<file path="src/rtl/fft8_engine.sv">
// 8-point radix-2 DIT FFT/IFFT engine: bit-reversed LOAD, one butterfly per RUN cycle,
// 1/2 scaling per stage, natural-order EXPORT of 16-bit fields sign-extended to 32 bits.
module fft8_engine (
  input  logic        clk,
  input  logic        rst,
  input  logic        cmd_valid,
  input  logic [1:0]  cmd_op,
  input  logic [3:0]  cmd_sel,
  input  logic [31:0] cmd_data,
  output logic        cmd_ready,
  output logic        busy,
  output logic        done,
  output logic [31:0] result,
  output logic        result_valid
);

  localparam logic [1:0] OP_LOAD   = 2'd0;
  localparam logic [1:0] OP_FFT    = 2'd1;
  localparam logic [1:0] OP_EXPORT = 2'd2;
  localparam logic [1:0] OP_IFFT   = 2'd3;

  typedef enum logic [1:0] {S_IDLE, S_RUN, S_DONE} state_t;

  state_t             r_state;
  logic [1:0]         r_n;
  logic [1:0]         r_stage;
  logic               r_inv;
  logic               r_ready;
  logic               r_busy;
  logic               r_done;
  logic               r_rv;
  logic [31:0]        r_result;
  logic signed [15:0] r_re [8];
  logic signed [15:0] r_im [8];

  logic               w_accept;
  logic [2:0]         w_ld_idx;
  logic [2:0]         w_top;
  logic [2:0]         w_bot;
  logic [1:0]         w_widx;
  logic signed [15:0] w_wr;
  logic signed [15:0] w_wi;
  logic signed [31:0] w_br32, w_bi32, w_wr32, w_wi32;
  logic signed [31:0] w_tr_full, w_ti_full;
  logic signed [16:0] w_tr17, w_ti17;

  function automatic logic signed [15:0] tw_re(input logic [1:0] idx);
    case (idx)
      2'd0:    return 16'sd16384;
      2'd1:    return 16'sd11585;
      2'd2:    return 16'sd0;
      default: return -16'sd11585;
    endcase
  endfunction

  // IFFT uses the conjugate twiddle, so only the imaginary part flips.
  function automatic logic signed [15:0] tw_im(input logic [1:0] idx, input logic inv);
    logic signed [15:0] v;
    case (idx)
      2'd0:    v = 16'sd0;
      2'd1:    v = -16'sd11585;
      2'd2:    v = -16'sd16384;
      default: v = -16'sd11585;
    endcase
    return inv ? -v : v;
  endfunction

  // (a +/- t) in 17 bits, floor-halved and truncated back to 16 bits.
  function automatic logic signed [15:0] bfly_half(input logic signed [15:0] a,
                                                   input logic signed [16:0] t,
                                                   input logic sub);
    logic signed [16:0] a17;
    logic signed [16:0] s;
    a17 = {a[15], a};
    s   = sub ? (a17 - t) : (a17 + t);
    return s[16:1];
  endfunction

  assign w_accept = cmd_valid & r_ready;
  assign w_ld_idx = {cmd_sel[0], cmd_sel[1], cmd_sel[2]};

  // Stage s: h = 2^(s-1); top = (n div h)*2h + (n mod h); twiddle index = (n mod h)*4/h.
  always_comb begin
    w_top  = 3'd0;
    w_bot  = 3'd0;
    w_widx = 2'd0;
    case (r_stage)
      2'd1: begin w_top = {r_n, 1'b0};             w_bot = w_top | 3'd1; w_widx = 2'd0;            end
      2'd2: begin w_top = {r_n[1], 1'b0, r_n[0]};  w_bot = w_top | 3'd2; w_widx = {r_n[0], 1'b0};  end
      2'd3: begin w_top = {1'b0, r_n};             w_bot = w_top | 3'd4; w_widx = r_n;             end
      default: ;
    endcase
  end

  assign w_wr      = tw_re(w_widx);
  assign w_wi      = tw_im(w_widx, r_inv);
  assign w_br32    = 32'(r_re[w_bot]);
  assign w_bi32    = 32'(r_im[w_bot]);
  assign w_wr32    = 32'(w_wr);
  assign w_wi32    = 32'(w_wi);
  assign w_tr_full = w_br32 * w_wr32 - w_bi32 * w_wi32;
  assign w_ti_full = w_br32 * w_wi32 + w_bi32 * w_wr32;
  assign w_tr17    = 17'(w_tr_full >>> 14);
  assign w_ti17    = 17'(w_ti_full >>> 14);

  always_ff @(posedge clk or posedge rst) begin
    if (rst) begin
      for (int i = 0; i < 8; i++) begin
        r_re[i] <= '0;
        r_im[i] <= '0;
      end
    end else if (w_accept && cmd_op == OP_LOAD) begin
      r_re[w_ld_idx] <= cmd_data[31:16];
      r_im[w_ld_idx] <= cmd_data[15:0];
    end else if (r_state == S_RUN) begin
      r_re[w_top] <= bfly_half(r_re[w_top], w_tr17, 1'b0);
      r_im[w_top] <= bfly_half(r_im[w_top], w_ti17, 1'b0);
      r_re[w_bot] <= bfly_half(r_re[w_top], w_tr17, 1'b1);
      r_im[w_bot] <= bfly_half(r_im[w_top], w_ti17, 1'b1);
    end
  end

  always_ff @(posedge clk or posedge rst) begin
    if (rst) begin
      r_state  <= S_IDLE;
      r_n      <= 2'd0;
      r_stage  <= 2'd0;
      r_inv    <= 1'b0;
      r_ready  <= 1'b1;
      r_busy   <= 1'b0;
      r_done   <= 1'b0;
      r_rv     <= 1'b0;
      r_result <= '0;
    end else begin
      r_rv <= 1'b0;
      case (r_state)
        S_IDLE: begin
          if (w_accept) begin
            case (cmd_op)
              OP_EXPORT: begin
                r_result <= cmd_sel[3] ? {{16{r_im[cmd_sel[2:0]][15]}}, r_im[cmd_sel[2:0]]}
                                       : {{16{r_re[cmd_sel[2:0]][15]}}, r_re[cmd_sel[2:0]]};
                r_rv     <= 1'b1;
              end
              OP_FFT, OP_IFFT: begin
                r_inv   <= (cmd_op == OP_IFFT);
                r_n     <= 2'd0;
                r_ready <= 1'b0;
                r_busy  <= 1'b1;
                // Out-of-range stage codes complete immediately without touching the slots.
                if (cmd_sel[3:2] == 2'b00 && cmd_sel[1:0] != 2'b00) begin
                  r_stage <= cmd_sel[1:0];
                  r_state <= S_RUN;
                end else begin
                  r_state <= S_DONE;
                  r_done  <= 1'b1;
                end
              end
              default: ;
            endcase
          end
        end
        S_RUN: begin
          r_n <= r_n + 2'd1;
          if (r_n == 2'd3) begin
            r_state <= S_DONE;
            r_done  <= 1'b1;
          end
        end
        S_DONE: begin
          r_state <= S_IDLE;
          r_done  <= 1'b0;
          r_busy  <= 1'b0;
          r_ready <= 1'b1;
        end
        default: r_state <= S_IDLE;
      endcase
    end
  end

  assign cmd_ready    = r_ready;
  assign busy         = r_busy;
  assign done         = r_done;
  assign result       = r_result;
  assign result_valid = r_rv;

endmodule

</file>
<file path="config.mk">
export PLATFORM = sky130hd
export DESIGN_NAME = fft8_engine
export DESIGN_NICKNAME = d
export VERILOG_FILES = /design/src/rtl/fft8_engine.sv
export SDC_FILE = /design/constraint.sdc
export NUM_CORES = 2
export LEC_CHECK = 0
export ABC_CLOCK_PERIOD_IN_PS = 14900
export CAP_MARGIN = 10
export CORE_ASPECT_RATIO = 0.6
export CORE_UTILIZATION = 50
export CTS_CLUSTER_DIAMETER = 30
export CTS_CLUSTER_SIZE = 40
export DETAILED_ROUTE_END_ITERATION = 8
export GPL_TIMING_DRIVEN = 0
export HOLD_SLACK_MARGIN = 0.12
export PLACE_DENSITY = 0.62
export REMOVE_ABC_BUFFERS = 1
export SETUP_SLACK_MARGIN = 0.3
export SLEW_MARGIN = 30
export SYNTH_ARGS = -nofsm -noshare
export SYNTH_HDL_FRONTEND = slang
export SYNTH_SLANG_ARGS = --single-unit
</file>
<file path="constraint.sdc">
create_clock -name clk -period 14.9 [get_ports clk]
set_input_delay 4.47 -clock clk [delete_from_list [all_inputs] [get_ports clk]]
set_output_delay 4.47 -clock clk [all_outputs]
set_load 0.01 [all_outputs]
</file>
==> run_results.csv <==
group,metric,value,unit
floorplanning,die_h,262,microns
detailed_routing,vias_per_cell,6.46,
global_routing,grt-ovfl-total,0,
layout,area_delta_synth_final,11.2,%
sta,relSlewSlack,0.218,
global_routing,met3_usage,0.239,
worst_setup_path,cp-end-kind,"register",
sta,finalSetupViolCount,0,
min_path,hold_path.class,"register to register",
worst_setup_path,critPathTopFamily,"adder cells",
logic_synthesis,netlist_instances,6116,
layout,final_cell_area,62600,sq um
global_routing,grt_pass1_vias,47200,
place,post_dp_cell_area,60700,sq um
logic_synthesis,ys_seq_share,0.126,
cts,root_buffer,"clkbuf_16",
place,dp_hpwl,190000,microns
global_routing,grt_use_met2,0.502,
cts,path_clk_slew,0.07,ns
detailed_routing,drtAntennaViolNets,0,
worst_setup_path,critPathBufInv,8,
detailed_routing,remaining_drc_errors,9,
worst_setup_path,critical_path_class,"register to register",
sta,worst_slack,0.268,ns
floorplanning,placementRows,94,
global_routing,grt.busiest_layer,"met1",
worst_setup_path,worstReg2RegEnd,"r_re[122]",
floorplanning,fp.dieW,435,microns
worst_setup_path,reg2regPathDepth,42,
min_path,hold_path_startpoint,"result[1]",
worst_setup_path,r2r_slack,0.27,ns
outcome,violations,"design-rule violations",
job,warnings,85,
worst_setup_path,path_max_fanout,39,
outcome,status,"finished with violations",
logic_synthesis,logic_family,"adder cells",
sta,finalMaxSlewViolations,0,
sta,fin_crit,14.63,ns
worst_setup_path,slowest_delay,0.76,ns
logic_synthesis,edf_count,0,
logic_synthesis,ys_sh_xor,0.0248,
logic_synthesis,ys_types,90,
sta,min_period_over_period,0.982,
logic_synthesis,synth_warnings,0,
logic_synthesis,ys_cells,6116,
timing repair:
action,CTS,global route
pin swaps,1,5
gates resized,36,31
setup endpoints to repair,121,150
hold buffers,0,0
gates cloned,1,0
setup buffers,2,14
area by class of cell:
| cell class | count | area, sq um |
|---|---|---|
| clock buffer | 43 | 968 |
| fill | 9943 | 48000 |
| timing repair buffer | 254 | 3160 |
| inverter | 1379 | 5200 |
| sequential | 283 | 7100 |
| multi-input combinational | 4124 | 44000 |
| clock inverter | 22 | 317 |
| antenna | 5 | 12.5 |
| tap | 1488 | 1860 |
registers in the layout, indices dropped and copies added, names as in the netlist:
signal / count
busy: 1
cmd_ready: 1
done: 1
r_im: 128
r_inv: 1
r_n: 2
r_re: 128
r_stage: 2
r_state: 2
result: 16
result_valid: 1
per-stage QoR:
step	utilization	cells	hold WS (ns)
2_1_floorplan	-	5785	0.472
3_3_place_gp	0.521	7349	0.488
3_5_place_dp	0.549	7510	0.492
4_1_cts	0.562	7578	0.507
5_1_grt	0.566	7594	0.510
6_report	0.566	7598	0.507
worst max-delay path by stage:
stage | depth (start not counted) | start | end | slack, ns
global placement | 40 | r_stage[1] | r_re[127] | -9.82
finish | 42 | r_stage[1] | r_re[122] | 0.27
detailed placement | 45 | r_n[0] | r_re[95] | -1.07
floorplan | 40 | r_stage[1] | r_re[127] | 0.35
CTS | 43 | r_n[0] | r_im[47] | 0.23
global route | 46 | r_stage[1] | r_re[126] | 0.26
synthesized netlist by cell type, types with 10 or more instances:
cell / count / area (sq um)
xor2_1: 33 / 289
nand2_1: 362 / 1360
or3_1: 29 / 181
a21oi_1: 272 / 1360
o22ai_1: 92 / 576
and2_1: 18 / 113
buf_4: 19 / 143
ha_1: 382 / 4780
a221oi_1: 87 / 762
dfrtp_1: 282 / 7060
a31oi_1: 61 / 382
nor4_1: 52 / 325
a21o_1: 23 / 173
buf_2: 11 / 55.1
nand4_1: 20 / 125
inv_1: 1375 / 5160
a22oi_1: 95 / 713
xnor2_1: 122 / 1070
o21ai_1: 11 / 55.1
nand2b_1: 47 / 294
and3_1: 10 / 62.6
o21bai_1: 20 / 150
a221o_1: 19 / 190
o22a_1: 71 / 622
or2_2: 14 / 87.6
nor3_1: 79 / 395
o221ai_1: 65 / 569
clkbuf_1: 247 / 927
o21a_1: 43 / 323
mux2_2: 24 / 270
nand3_1: 84 / 420
mux2i_1: 68 / 681
mux4_2: 80 / 1800
nor2b_1: 22 / 138
a211oi_1: 11 / 82.6
fa_1: 1023 / 20500
nor2_1: 475 / 1780
o21ai_0: 195 / 976
buf_1: 46 / 173
layout by cell type (no fill, tap or decap), drive strengths merged, types with 34 or more instances in the layout:
cell type and instances:
nor3 79, clkbuf 44, o21a 43, o21ai 206
nand2 364, o221ai 66, xnor2 122, buf 181
ha 382, a31oi 61, mux4 80, nand2b 47
fa 1023, o22a 71, a21oi 273, nand3 84
inv 1377, o22ai 92, xor2 34, a22oi 95
nor2 476, nor4 52, a221oi 87, dfrtp 282
mux2i 68, clkdlybuf4s50 72
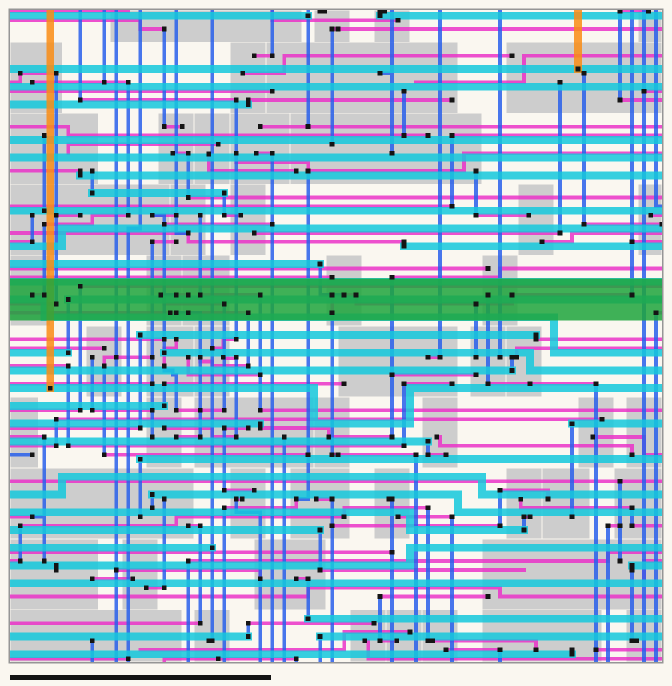
closeup.png
The bar under the picture is 10 microns long. Region (205, 66) to (230, 91) microns. Cells in gray, sequential cells in the stronger gray; small squares are vias.
layer	color
M5	green
M4	orange
M3	cyan
M1	magenta
M2	blue
most frequent	inv_1 (20), nor2_1 (7), fa_1 (6)
cells with their middle in the window	44
sequential cells in the window	0

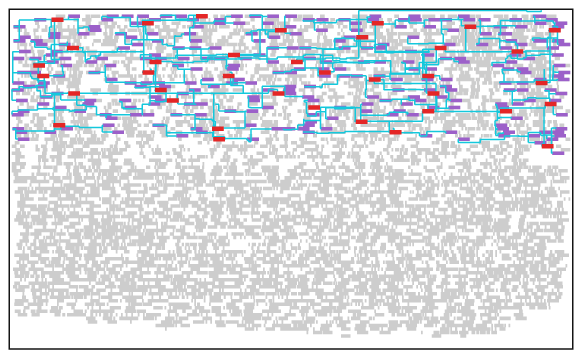
clock_wires.png
[flip-flops] purple | count: 283
[clock wires] cyan | length: 5570 microns
[clock-net drivers] red | count: 37
routed clock nets	38
skew final: 0.0220 ns
Worst-Skew Late Latency: 0.60 ns

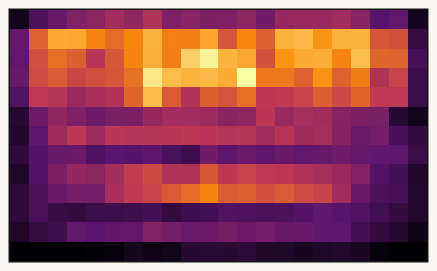
route_heat.png
22 x 13 tiles, from black (low) to pale yellow (high), scaled to the fullest tile. Values are wire area over tile area, all layers added.
tiles over half the peak	32%
mean over tiles	0.39
nearly empty tiles	3.1%
densest ninth of the die	north
Routed WL: 239000 microns
WL/cell: 31.5 microns
via count: 49100

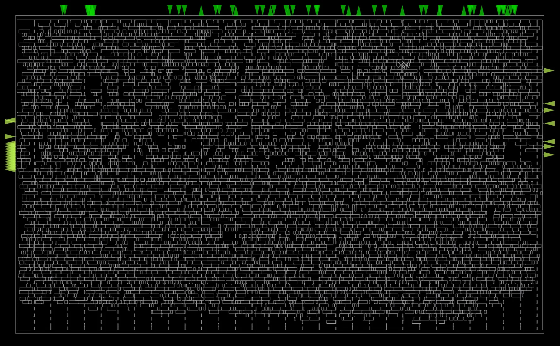
placed.png
tapcell count: 1488
flop share of the area: 0.113
core footprint: 111000 sq um
Flops: 283
Layout Cells excl Fill: 7598

